$ cat config.mk
export PLATFORM = sky130hd
export DESIGN_NAME = fetch_controller_flat
export DESIGN_NICKNAME = d
export VERILOG_FILES = /design/src/rtl/fetch_controller_if.sv /design/src/rtl/fetch_controller.sv /design/src/flat_wrapper.sv
export SDC_FILE = /design/constraint.sdc
export NUM_CORES = 1
export LEC_CHECK = 0
export CORE_ASPECT_RATIO = 1.25
export CORE_MARGIN = 8
export CORE_UTILIZATION = 49
export CTS_BUF_LIST = sky130_fd_sc_hd__clkbuf_16
export DETAILED_ROUTE_END_ITERATION = 10
export MAX_ROUTING_LAYER = met4
export PLACE_DENSITY = 0.87
export SLEW_MARGIN = 20
export SYNTH_ARGS = -nofsm -noshare
export SYNTH_HDL_FRONTEND = slang
export SYNTH_SLANG_ARGS = --single-unit
$ cat constraint.sdc
create_clock -name clk -period 3.9 [get_ports clk]
set_input_delay 0.39 -clock clk [delete_from_list [all_inputs] [get_ports clk]]
set_output_delay 0.39 -clock clk [all_outputs]
set_load 0.005 [all_outputs]
$ cat src/rtl/fetch_controller_if.sv
`default_nettype none
// ============================================================================
// Module      : fetch_controller_if
// Description : Memory, redirect/halt control and decode-side handshake
//               signals of the instruction-fetch sequencer.
//               The master modport is the fetch controller.
//               The slave modport is the surrounding pipeline and memory.
// Revision    : 1.0 - initial release
// ============================================================================
interface fetch_controller_if;
    logic [63:0] imem_adr;
    logic [31:0] imem_instr;
    logic        redirect_valid;
    logic [63:0] redirect_pc;
    logic        halt_req;
    logic        out_valid;
    logic        out_ready;
    logic [31:0] out_instr;
    logic [63:0] out_pc;
    logic        fault;
    logic [31:0] fetch_count;

    modport master (
        output imem_adr, out_valid, out_instr, out_pc, fault, fetch_count,
        input  imem_instr, redirect_valid, redirect_pc, halt_req, out_ready
    );

    modport slave (
        input  imem_adr, out_valid, out_instr, out_pc, fault, fetch_count,
        output imem_instr, redirect_valid, redirect_pc, halt_req, out_ready
    );
endinterface
`default_nettype wire

$ cat src/rtl/fetch_controller.sv
`default_nettype none
// ============================================================================
// Module      : fetch_controller
// Description : Instruction-fetch sequencer. Owns the PC and drives the
//               combinational instruction memory address. Registers one
//               (pc, instruction) pair per cycle behind a valid/ready stage.
//               Handles branch redirects, halt requests and sticky address
//               faults.
// Revision    : 1.0 - initial release
// ============================================================================
module fetch_controller #(
    parameter logic [63:0] RESET_PC  = 64'h0,
    parameter int unsigned MEM_BYTES = 64
) (
    input  wire logic          clk,
    input  wire logic          reset_n,
    fetch_controller_if.master bus
);

    localparam logic [1:0]  c_st_start  = 2'd0;
    localparam logic [1:0]  c_st_run    = 2'd1;
    localparam logic [1:0]  c_st_halted = 2'd2;
    localparam logic [1:0]  c_st_fault  = 2'd3;
    localparam logic [64:0] c_mem_bytes = 65'(MEM_BYTES);

    logic [1:0]  r_state, w_state;
    logic [63:0] r_pc, w_pc;
    logic        r_valid, w_valid;
    logic [31:0] r_instr, w_instr;
    logic [63:0] r_opc, w_opc;
    logic        r_fault, w_fault;
    logic [31:0] r_count;
    logic        w_fire;
    logic        w_load;

    // The add is done one bit wider so that a PC near the top of the address
    // space cannot wrap around and look like it is in range.
    function automatic logic f_legal(input logic [63:0] a);
        return (a[1:0] == 2'b00) && (({1'b0, a} + 65'd3) < c_mem_bytes);
    endfunction

    assign w_fire = r_valid && bus.out_ready;
    assign w_load = !r_valid || bus.out_ready;

    // Next-state, next-PC and output-register update.
    always_comb begin
        w_state = r_state;
        w_pc    = r_pc;
        w_valid = r_valid && !w_fire;
        w_instr = r_instr;
        w_opc   = r_opc;
        w_fault = r_fault;

        case (r_state)
            c_st_start: begin
                w_state = bus.halt_req ? c_st_halted : c_st_run;
            end
            c_st_run: begin
                // Halt is evaluated before load, so the fetch on a rising
                // halt_req edge is suppressed.
                if (bus.halt_req) begin
                    w_state = c_st_halted;
                end else if (!bus.redirect_valid && w_load) begin
                    if (f_legal(r_pc)) begin
                        w_instr = bus.imem_instr;
                        w_opc   = r_pc;
                        w_valid = 1'b1;
                        w_pc    = r_pc + 64'd4;
                    end else begin
                        w_valid = 1'b0;
                        w_fault = 1'b1;
                        w_state = c_st_fault;
                    end
                end
            end
            c_st_halted: begin
                if (!bus.halt_req) begin
                    w_state = c_st_run;
                end
            end
            default: begin
                if (bus.redirect_valid && f_legal(bus.redirect_pc)) begin
                    w_fault = 1'b0;
                    w_state = bus.halt_req ? c_st_halted : c_st_run;
                end
            end
        endcase

        // A redirect always wins: the new target replaces the PC and any
        // presented instruction is flushed.
        if (bus.redirect_valid) begin
            w_pc    = bus.redirect_pc;
            w_valid = 1'b0;
        end
    end

    // State, PC, output register and transfer counter.
    always_ff @(posedge clk) begin
        if (!reset_n) begin
            r_state <= c_st_start;
            r_pc    <= RESET_PC;
            r_valid <= 1'b0;
            r_instr <= 32'h0;
            r_opc   <= 64'h0;
            r_fault <= 1'b0;
            r_count <= 32'h0;
        end else begin
            r_state <= w_state;
            r_pc    <= w_pc;
            r_valid <= w_valid;
            r_instr <= w_instr;
            r_opc   <= w_opc;
            r_fault <= w_fault;
            r_count <= r_count + {31'h0, w_fire};
        end
    end

    assign bus.imem_adr    = r_pc;
    assign bus.out_valid   = r_valid;
    assign bus.out_instr   = r_instr;
    assign bus.out_pc      = r_opc;
    assign bus.fault       = r_fault;
    assign bus.fetch_count = r_count;

endmodule
`default_nettype wire

$ cat src/flat_wrapper.sv
// flat-port wrapper written by rule: the top's interface ports become plain ports
module fetch_controller_flat 
#(
    parameter logic [63:0] RESET_PC  = 64'h0,
    parameter int unsigned MEM_BYTES = 64
)
  (clk, reset_n, bus_imem_adr, bus_out_valid, bus_out_instr, bus_out_pc, bus_fault, bus_fetch_count, bus_imem_instr, bus_redirect_valid, bus_redirect_pc, bus_halt_req, bus_out_ready);
  fetch_controller_if bus_i ();
  input  wire logic clk;
  input  wire logic reset_n;
  output wire logic [$bits(bus_i.imem_adr)-1:0] bus_imem_adr;
  output wire logic [$bits(bus_i.out_valid)-1:0] bus_out_valid;
  output wire logic [$bits(bus_i.out_instr)-1:0] bus_out_instr;
  output wire logic [$bits(bus_i.out_pc)-1:0] bus_out_pc;
  output wire logic [$bits(bus_i.fault)-1:0] bus_fault;
  output wire logic [$bits(bus_i.fetch_count)-1:0] bus_fetch_count;
  input wire logic [$bits(bus_i.imem_instr)-1:0] bus_imem_instr;
  input wire logic [$bits(bus_i.redirect_valid)-1:0] bus_redirect_valid;
  input wire logic [$bits(bus_i.redirect_pc)-1:0] bus_redirect_pc;
  input wire logic [$bits(bus_i.halt_req)-1:0] bus_halt_req;
  input wire logic [$bits(bus_i.out_ready)-1:0] bus_out_ready;
  assign bus_imem_adr = bus_i.imem_adr;
  assign bus_out_valid = bus_i.out_valid;
  assign bus_out_instr = bus_i.out_instr;
  assign bus_out_pc = bus_i.out_pc;
  assign bus_fault = bus_i.fault;
  assign bus_fetch_count = bus_i.fetch_count;
  assign bus_i.imem_instr = bus_imem_instr;
  assign bus_i.redirect_valid = bus_redirect_valid;
  assign bus_i.redirect_pc = bus_redirect_pc;
  assign bus_i.halt_req = bus_halt_req;
  assign bus_i.out_ready = bus_out_ready;
  fetch_controller #(.RESET_PC(RESET_PC), .MEM_BYTES(MEM_BYTES)) u_core (.clk(clk), .reset_n(reset_n), .bus(bus_i));
endmodule
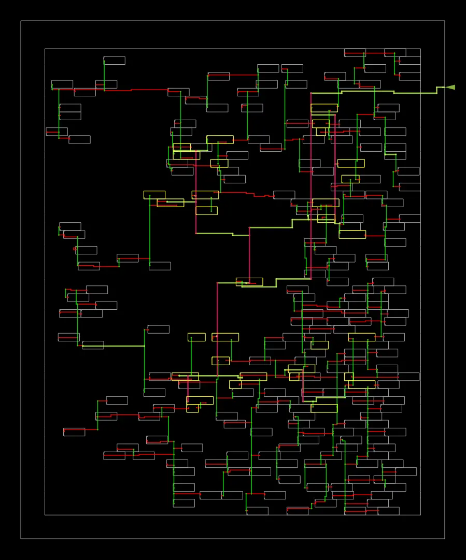
Figure 1: run 1, clock routing.
Flop Count: 196
Power Clock: 1910 µW
number of buffers created by CTS: 17
CTS sink cnt: 196

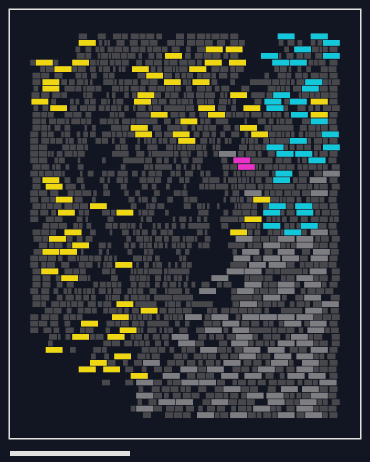
Figure 2: run 1, where the registers sit.
Bar = 50 µm. Other sequential cells in the stronger grey, the rest of the logic in the fainter grey.
u_core.bus.fetch_count -> cyan  # placed flops 32
u_core.r_state -> magenta  # placed flops 2
u_core.bus.imem_adr -> yellow  # placed flops 64

==> flow_summary.rst, run 1 <==
Physical design figures
=======================

.. list-table::
   :header-rows: 1

   * - Metric
     - Value
   * - Count of TritonRoute iterations in the first routing pass
     - 6
   * - Startpoint of the lowest-slack hold path
     - bus_redirect_valid
   * - Area of the core region
     - 20700 µm²
   * - Worst Hold Path Cells
     - 2
   * - Number of clock-tree buffers in the layout
     - 17
   * - Count of inserted tapcells
     - 274
   * - Launching instance or port of the critical path
     - u_core.bus.imem_adr[9]$_SDFFE_PN0P_
   * - Fmax achieved
     - 0.274 GHz
   * - Cell area leaders
     - dfxtp_1, mux2i_1, nor2b_1
   * - Logic area
     - 5950 µm²
   * - Most instantiated cells after synthesis
     - dfxtp_1, mux2i_1, nor2b_1, and3_1, nand2_1
   * - Origin of the critical flop-to-flop path
     - u_core.bus.imem_adr[9]$_SDFFE_PN0P_
   * - Most instantiated flip-flop cell in the synthesis netlist
     - dfxtp_1
   * - Number of buffers added for setup after CTS
     - 0
   * - Critical path destination
     - u_core.bus.out_instr[20]$_SDFFE_PN0P_
   * - Worst ir drop on vdd
     - 0.000295 V
   * - Largest clock skew in the final design
     - 0.0168 ns
   * - Crit-path slowest cell
     - or4_1
   * - Flip-flops with a built-in enable
     - 0
   * - Cell area after placement
     - 14000 µm²
   * - Hold-fix buffer count after cts
     - 0
   * - Final ANT Viol Nets
     - 0
   * - Global-route met1 utilization
     - 32.1%
   * - Maximum number of pins on one net before global-route repair
     - 140
   * - Synthesis-stage register bit count
     - 196
   * - Late-Pin Clk Latency
     - 0.45 ns
   * - Pre-CTS WS
     - -0.0382 ns
   * - IO Port Bufs
     - 294
   * - Xor/xnor cell area share of the yosys netlist
     - 5.68%
   * - Detail-routed via count per cell
     - 5.91
   * - Internal Power
     - 3320 µW
   * - Cell with the most instances after synthesis
     - dfxtp_1
   * - Sequential fraction of the synthesis area
     - 38.0%
   * - Number of buffers other than clock buffers in the final layout
     - 394
   * - Sequential Power Share
     - 44.9%
   * - Area-dominant class
     - logic gates
   * - Number of max-capacitance violations reported
     - 0
   * - Clock share of power
     - 40.4%
   * - Count of pins over their slew limit
     - 0
   * - Delay-heaviest family, CP
     - simple AND/OR/NAND/NOR gates
   * - Power dissipated in combinational cells
     - 695 µW
   * - HPWL after detailed placement
     - 30000 µm
   * - Final Hold Violation Tally
     - 0
   * - Chip footprint
     - 26000 µm²
   * - Adder and majority gate portion of the synthesized area
     - 0.727%
   * - Number of nets at floorplan
     - 1244
   * - Worst Max-Slew Pin Slew
     - 0.974 ns
   * - Max Buffers Root-to-Sink
     - 2
   * - Highest-count logic cell in the final layout
     - clkdlybuf4s50_1
   * - Worst Hold Slack
     - 0.297 ns
   * - Yosys stat chip area
     - 10300 µm²
   * - Tcrit/Tclk final
     - 93.7%
   * - Number of DRC violations after detailed-routing iteration 0
     - 805
   * - Hold WC Path Type
     - primary input to flop
   * - Kind of critical path
     - flop to flop
   * - Power per cell area
     - 323 nW/µm²
   * - GR met2 Demand/Resource
     - 52.2%
   * - Combinational power share
     - 14.7%
   * - Cell count in the Yosys report
     - 1137
   * - Final count of negative-setup-slack endpoints
     - 0
   * - Post-cts resize count
     - 0
   * - Initial antenna violation count
     - 0
   * - Die outline height
     - 178 µm
   * - Busiest layer in global routing
     - met2
   * - Inverters excl. clock
     - 13
   * - Synthesis-to-layout area growth
     - 41.7%
   * - Setup repair after global routing missed its margin
     - no
   * - Via count of the first global-routing pass
     - 10.4k
   * - DRC violation count after routing
     - 0
   * - Switch Pwr
     - 1400 µW
   * - Unique cell types
     - 79
   * - Crit path required time
     - 4.24 ns
   * - Logic share of the area
     - 40.7%
   * - Synth Warn #
     - 0
   * - Core Density at Floorplan
     - 49.8%
   * - CTS clock-pin slew for the worst setup and hold paths
     - 0.08 ns
   * - Leading power group
     - sequential cells
   * - H-tree depth
     - 4
   * - Lkg Pwr
     - 0.00586 µW
   * - Post-Layout Inst Area
     - 14600 µm²
   * - Outcome
     - finished clean
   * - Number of non-filler instances in the completed layout
     - 1770
   * - Crit path depth
     - 11
   * - Sequential fraction of total cell area
     - 26.8%
   * - Syn Std Cell Area
     - 10300 µm²
   * - Placed cell count
     - 1738
   * - Die width
     - 146 µm
   * - Seq group
     - 2120 µW
   * - Buffer cell driving the clock tree root
     - clkbuf_16
   * - Post-synthesis cell type with the largest combined area
     - dfxtp_1
   * - Async SR Flop Fraction
     - 0%
   * - Clock period minus worst slack
     - 3.66 ns
   * - Critical R2R Capture
     - u_core.bus.out_instr[20]$_SDFFE_PN0P_
   * - Mux frac, synth
     - 10.2%
   * - Worst R2R Setup Slack
     - 0.24 ns
   * - Met3 track utilization from global routing
     - 5.86%
   * - Number of nets in the layout
     - 1590
   * - Fraction of final layout cells sized beyond drive strength 1
     - 11.7%
   * - Number of cells produced by synthesis
     - 1137
   * - Total power draw
     - 4730 µW
   * - Placement Rows
     - 59
   * - Post-Synth Simple-Gate Area
     - 34.1%
   * - Average instance area after synthesis
     - 9.08 µm²
   * - TritonCTS clock tree
     - done
   * - Startpoint Class
     - flop
   * - Switching power as a share of total power
     - 29.7%
   * - Highest fanout seen on the critical path
     - 50
   * - Clock buffers and inverters, area share
     - 4.41%
   * - Flip-flop and latch area
     - 3920 µm²
   * - Crit path capture type
     - flop
   * - CP arrival
     - 4.00 ns
   * - Non-clock buffer contribution to total cell area
     - 25.4%
   * - Fill cells
     - 1542
   * - Relative max-transition margin
     - 35.1%
   * - Placer congestion estimate
     - 0.953
   * - Count of tool warnings
     - 30
   * - Number of ports placed on the die boundary
     - 295
   * - Stage delay of the slowest cell on the critical path
     - 0.66 ns
   * - Number of antenna repair diodes
     - 0
   * - Dominant non-sequential cell family after synthesis
     - simple AND/OR/NAND/NOR gates
   * - Global-route wire length before repair
     - 59600 µm
   * - Ordered cell list for the critical path
     - nand3_2 -> or4_1 -> nor3_2 -> xnor2_1 -> a31oi_1 -> a21oi_1 -> and4_1 -> nand4_4 -> buf_12 -> mux2i_1 -> nor2b_1
   * - Routed length on met3
     - 2720 µm
   * - Detailed-route wire length on metal 1
     - 14800 µm
   * - Top cells excl fill/tap
     - clkdlybuf4s50_1, dfxtp_1, mux2i_1
   * - Crit path buf inv count
     - 1
   * - Number of cells on the worst reg-to-reg path
     - 11
   * - Dominant cell area share
     - 38.0%
   * - Destination of the worst hold path
     - u_core.bus.out_valid$_SDFF_PP0_
   * - Compound-cell area share of the yosys netlist
     - 6.82%
   * - Global-route congestion overflow total
     - 0
   * - Highest Signal Layer
     - met4
   * - Least setup slack across all paths after layout
     - 0.244 ns
   * - Met2 WL post-DR
     - 19400 µm
   * - Multi-input combinational cell count
     - 861
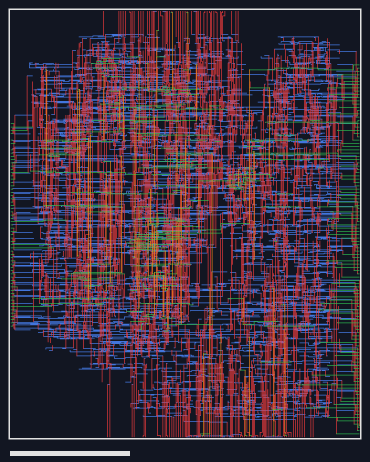
Figure 3: run 1, signal wires by layer.
Bar = 50 µm.
met4 -> orange  # wire length 1800 µm
met3 -> green  # wire length 2720 µm
met1 -> blue  # wire length 14800 µm
met2 -> red  # wire length 19400 µm
routed wirelength normalized by instance count: 21.9 µm
total number of vias: 10.5k
drt total wl: 38700 µm
overall fraction of global-route tracks in use: 29.8%

run 1: through the flow:
step / utilization [%] / setup TNS, ns
after floorplan: - / 0
after global placement: 67.4 / 0
after detailed placement: 67.4 / -0.0382
after CTS: 70.5 / 0
after global routing: 70.5 / 0
final: 70.5 / 0
run 1: sequential cells by signal (all words and copies together) (netlist names):
| register | flops |
|---|---|
| u_core.bus.fault | 1 |
| u_core.bus.out_valid | 1 |
| u_core.bus.out_instr | 32 |
| u_core.bus.fetch_count | 32 |
| u_core.bus.imem_adr | 64 |
| u_core.r_state | 2 |
| u_core.bus.out_pc | 64 |
Figure 4. Cell sizes after repair (run 1).
Bar = 50 µm.
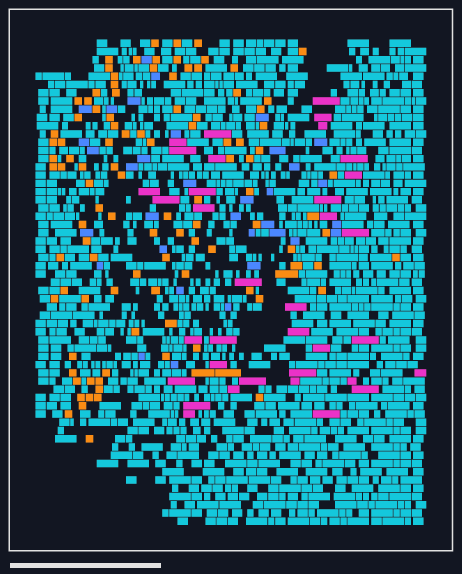

==> run 2: changes to the inputs <==
- CORE_UTILIZATION: 49 -> 45
- HOLD_SLACK_MARGIN: not set -> 0.02
- PLACE_DENSITY: 0.87 -> 0.81
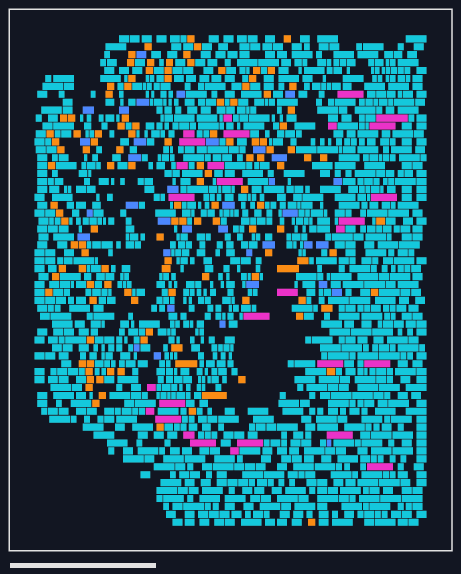
Figure 5: run 2, cell sizes after repair.
Bar = 50 µm.
drive 6 and up -> magenta  # cells 29, share 1.9%
drive 2 -> blue  # cells 36, share 2.4%
drive 1 or less -> cyan  # cells 1321, share 87%
drive 3 to 4 -> orange  # cells 124, share 8.2%
least setup slack across all paths after layout: 0.129 ns
number of buffers other than clock buffers in the final layout: 408

==> run 2 against run 1 <==
Compared with the run above:
- combinational power rose by 1%
- clock-buffer cell count stayed put
- global-route usage fell by 2.7 points
- largest cell class unchanged
- highest routed layer unchanged
==> flow_summary.rst, run 2 <==
Physical design figures
=======================

.. list-table::
   :header-rows: 1

   * - Metric
     - Value
   * - Yosys stat chip area
     - 10300 µm²
   * - Dominant cell area share
     - 38.0%
   * - Setup repair after global routing missed its margin
     - no
   * - Late-Pin Clk Latency
     - 0.45 ns
   * - Synthesis-stage register bit count
     - 196
   * - Routed wirelength normalized by instance count
     - 21.2 µm
   * - Worst Hold Path Cells
     - 2
   * - Placer congestion estimate
     - 0.963
   * - Fraction of final layout cells sized beyond drive strength 1
     - 12.5%
   * - Count of TritonRoute iterations in the first routing pass
     - 5
   * - Unique cell types
     - 79
   * - Most instantiated cells after synthesis
     - dfxtp_1, mux2i_1, nor2b_1, and3_1, nand2_1
   * - Critical path destination
     - u_core.bus.out_instr[19]$_SDFFE_PN0P_
   * - Non-clock buffer contribution to total cell area
     - 25.9%
   * - Drt total wl
     - 38000 µm
   * - Count of tool warnings
     - 28
   * - Logic area
     - 5950 µm²
   * - Final cell utilization of the core
     - 64.6%
   * - Maximum number of pins on one net before global-route repair
     - 97
   * - Top cells excl fill/tap
     - clkdlybuf4s50_1, dfxtp_1, buf_4
   * - Worst R2R Setup Slack
     - 0.13 ns
   * - Detail-routed via count per cell
     - 5.77
   * - Leading power group
     - sequential cells
   * - Lkg Pwr
     - 0.00591 µW
   * - Placement Rows
     - 62
   * - DRC violation count after routing
     - 0
   * - Worst Hold Slack
     - 0.335 ns
   * - Crit path capture type
     - flop
   * - Final count of negative-setup-slack endpoints
     - 0
   * - Final ANT Viol Nets
     - 0
   * - Flip-flop and latch area
     - 3920 µm²
   * - Global-route wire length before repair
     - 57800 µm
   * - Outcome
     - finished clean
   * - Stage delay of the slowest cell on the critical path
     - 0.62 ns
   * - Area-dominant class
     - logic gates
   * - Chip footprint
     - 28100 µm²
   * - Buffer cell driving the clock tree root
     - clkbuf_16
   * - Number of antenna repair diodes
     - 0
   * - Fill cells
     - 1877
   * - Crit-path slowest cell
     - or4_1
   * - Launching instance or port of the critical path
     - u_core.bus.imem_adr[5]$_SDFFE_PN0P_
   * - Count of inserted tapcells
     - 288
   * - Most instantiated flip-flop cell in the synthesis netlist
     - dfxtp_1
   * - Crit path buf inv count
     - 1
   * - Number of buffers added for setup after CTS
     - 0
   * - Average instance area after synthesis
     - 9.08 µm²
   * - Switching power as a share of total power
     - 27.6%
   * - TritonCTS clock tree
     - done
   * - Fmax achieved
     - 0.265 GHz
   * - Crit path required time
     - 4.23 ns
   * - Ordered cell list for the critical path
     - nand4_2 -> or4_1 -> nor3_1 -> and3_1 -> nand4_1 -> a21oi_1 -> and4_1 -> nand4_4 -> buf_12 -> mux2i_1 -> nor2b_1
   * - Count of pins over their slew limit
     - 0
   * - Placed cell count
     - 1766
   * - Cell area leaders
     - dfxtp_1, mux2i_1, nor2b_1
   * - Synthesis-to-layout area growth
     - 42.2%
   * - Cell area after placement
     - 14100 µm²
   * - Clock period minus worst slack
     - 3.77 ns
   * - Seq group
     - 2120 µW
   * - Global-route congestion overflow total
     - 0
   * - CTS sink cnt
     - 196
   * - Startpoint of the lowest-slack hold path
     - bus_redirect_valid
   * - Power dissipated in combinational cells
     - 703 µW
   * - Hold WC Path Type
     - primary input to flop
   * - Syn Std Cell Area
     - 10300 µm²
   * - Clock buffers and inverters, area share
     - 3.98%
   * - CTS clock-pin slew for the worst setup and hold paths
     - 0.08 ns
   * - Number of nets at floorplan
     - 1244
   * - Power per cell area
     - 313 nW/µm²
   * - Tcrit/Tclk final
     - 96.7%
   * - Pre-CTS WS
     - -0.286 ns
   * - Highest fanout seen on the critical path
     - 96
   * - Post-Layout Inst Area
     - 14700 µm²
   * - Flop Count
     - 196
   * - H-tree depth
     - 4
   * - Largest clock skew in the final design
     - 0.0189 ns
   * - Kind of critical path
     - flop to flop
   * - Switch Pwr
     - 1270 µW
   * - Number of cells on the worst reg-to-reg path
     - 11
   * - Sequential fraction of the synthesis area
     - 38.0%
   * - Destination of the worst hold path
     - u_core.bus.out_valid$_SDFF_PP0_
   * - Die outline height
     - 185 µm
   * - Clock share of power
     - 38.6%
   * - Number of non-filler instances in the completed layout
     - 1798
   * - Async SR Flop Fraction
     - 0%
   * - HPWL after detailed placement
     - 29600 µm
   * - Number of max-capacitance violations reported
     - 0
   * - Number of cells produced by synthesis
     - 1137
   * - Total power draw
     - 4600 µW
   * - Number of clock-tree buffers in the layout
     - 17
   * - Number of buffers created by CTS
     - 17
   * - Worst Max-Slew Pin Slew
     - 0.948 ns
   * - Internal Power
     - 3330 µW
   * - Inverters excl. clock
     - 13
   * - Origin of the critical flop-to-flop path
     - u_core.bus.imem_adr[5]$_SDFFE_PN0P_
   * - Synth Warn #
     - 0
   * - Critical R2R Capture
     - u_core.bus.out_instr[19]$_SDFFE_PN0P_
   * - Delay-heaviest family, CP
     - simple AND/OR/NAND/NOR gates
   * - Number of nets in the layout
     - 1604
   * - Logic share of the area
     - 40.6%
   * - Relative max-transition margin
     - 36.8%
   * - Highest-count logic cell in the final layout
     - clkdlybuf4s50_1
   * - Power Clock
     - 1770 µW
   * - Core Density at Floorplan
     - 45.4%
   * - Max Buffers Root-to-Sink
     - 2
   * - Hold-fix buffer count after cts
     - 0
   * - Via count of the first global-routing pass
     - 10.3k
   * - Final-layout setup total negative slack
     - 0 ns
   * - Cell count in the Yosys report
     - 1137
   * - Total number of vias
     - 10.4k
   * - Multi-input combinational cell count
     - 861
   * - Die width
     - 151 µm
   * - Initial antenna violation count
     - 0
   * - Sequential fraction of total cell area
     - 26.7%
   * - Number of DRC violations after detailed-routing iteration 0
     - 597
   * - Combinational power share
     - 15.3%
   * - IO Port Bufs
     - 294
   * - Number of ports placed on the die boundary
     - 295
   * - Overall fraction of global-route tracks in use
     - 27.1%
   * - Final Hold Violation Tally
     - 0
   * - Sequential Power Share
     - 46.1%
   * - Post-cts resize count
     - 0
   * - Post-synthesis cell type with the largest combined area
     - dfxtp_1
   * - Worst ir drop on vdd
     - 0.000497 V
   * - Cell with the most instances after synthesis
     - dfxtp_1
   * - Area of the core region
     - 22700 µm²
   * - Flip-flops with a built-in enable
     - 0
   * - CP arrival
     - 4.10 ns
-- run 2: cell counts after synthesis --
No cell type changed its count.
-- run 2: routing by layer --
| layer | track usage, % | routed length, µm | vias up | share of wire (%) |
|---|---|---|---|---|
| met3 | 5.72 | 2990 | 96 | 7.9 |
| met4 | 12.2 | 1470 | 0 | 3.9 |
| met5 | - | 0 | - | 0 |
| met1 | 29.2 | 14500 | 4947 | 38 |
| li1 | - | - | 4858 | - |
| met2 | 46.9 | 19100 | 480 | 50 |
-- run 2: cell families (layout without fill, tap and decap cells) --
group	after synthesis	after routing	synth area share [%]
buffers and inverters	80	453	4.45
and+or+nand+nor	582	582	34.1
adders and majority gates	6	6	0.727
muxes	105	105	10.2
xor gates and xnor gates	67	67	5.68
DFF	196	196	38.0
AOI/OAI and AO/OA	101	101	6.82
Power and IR drop assume default switching activity.
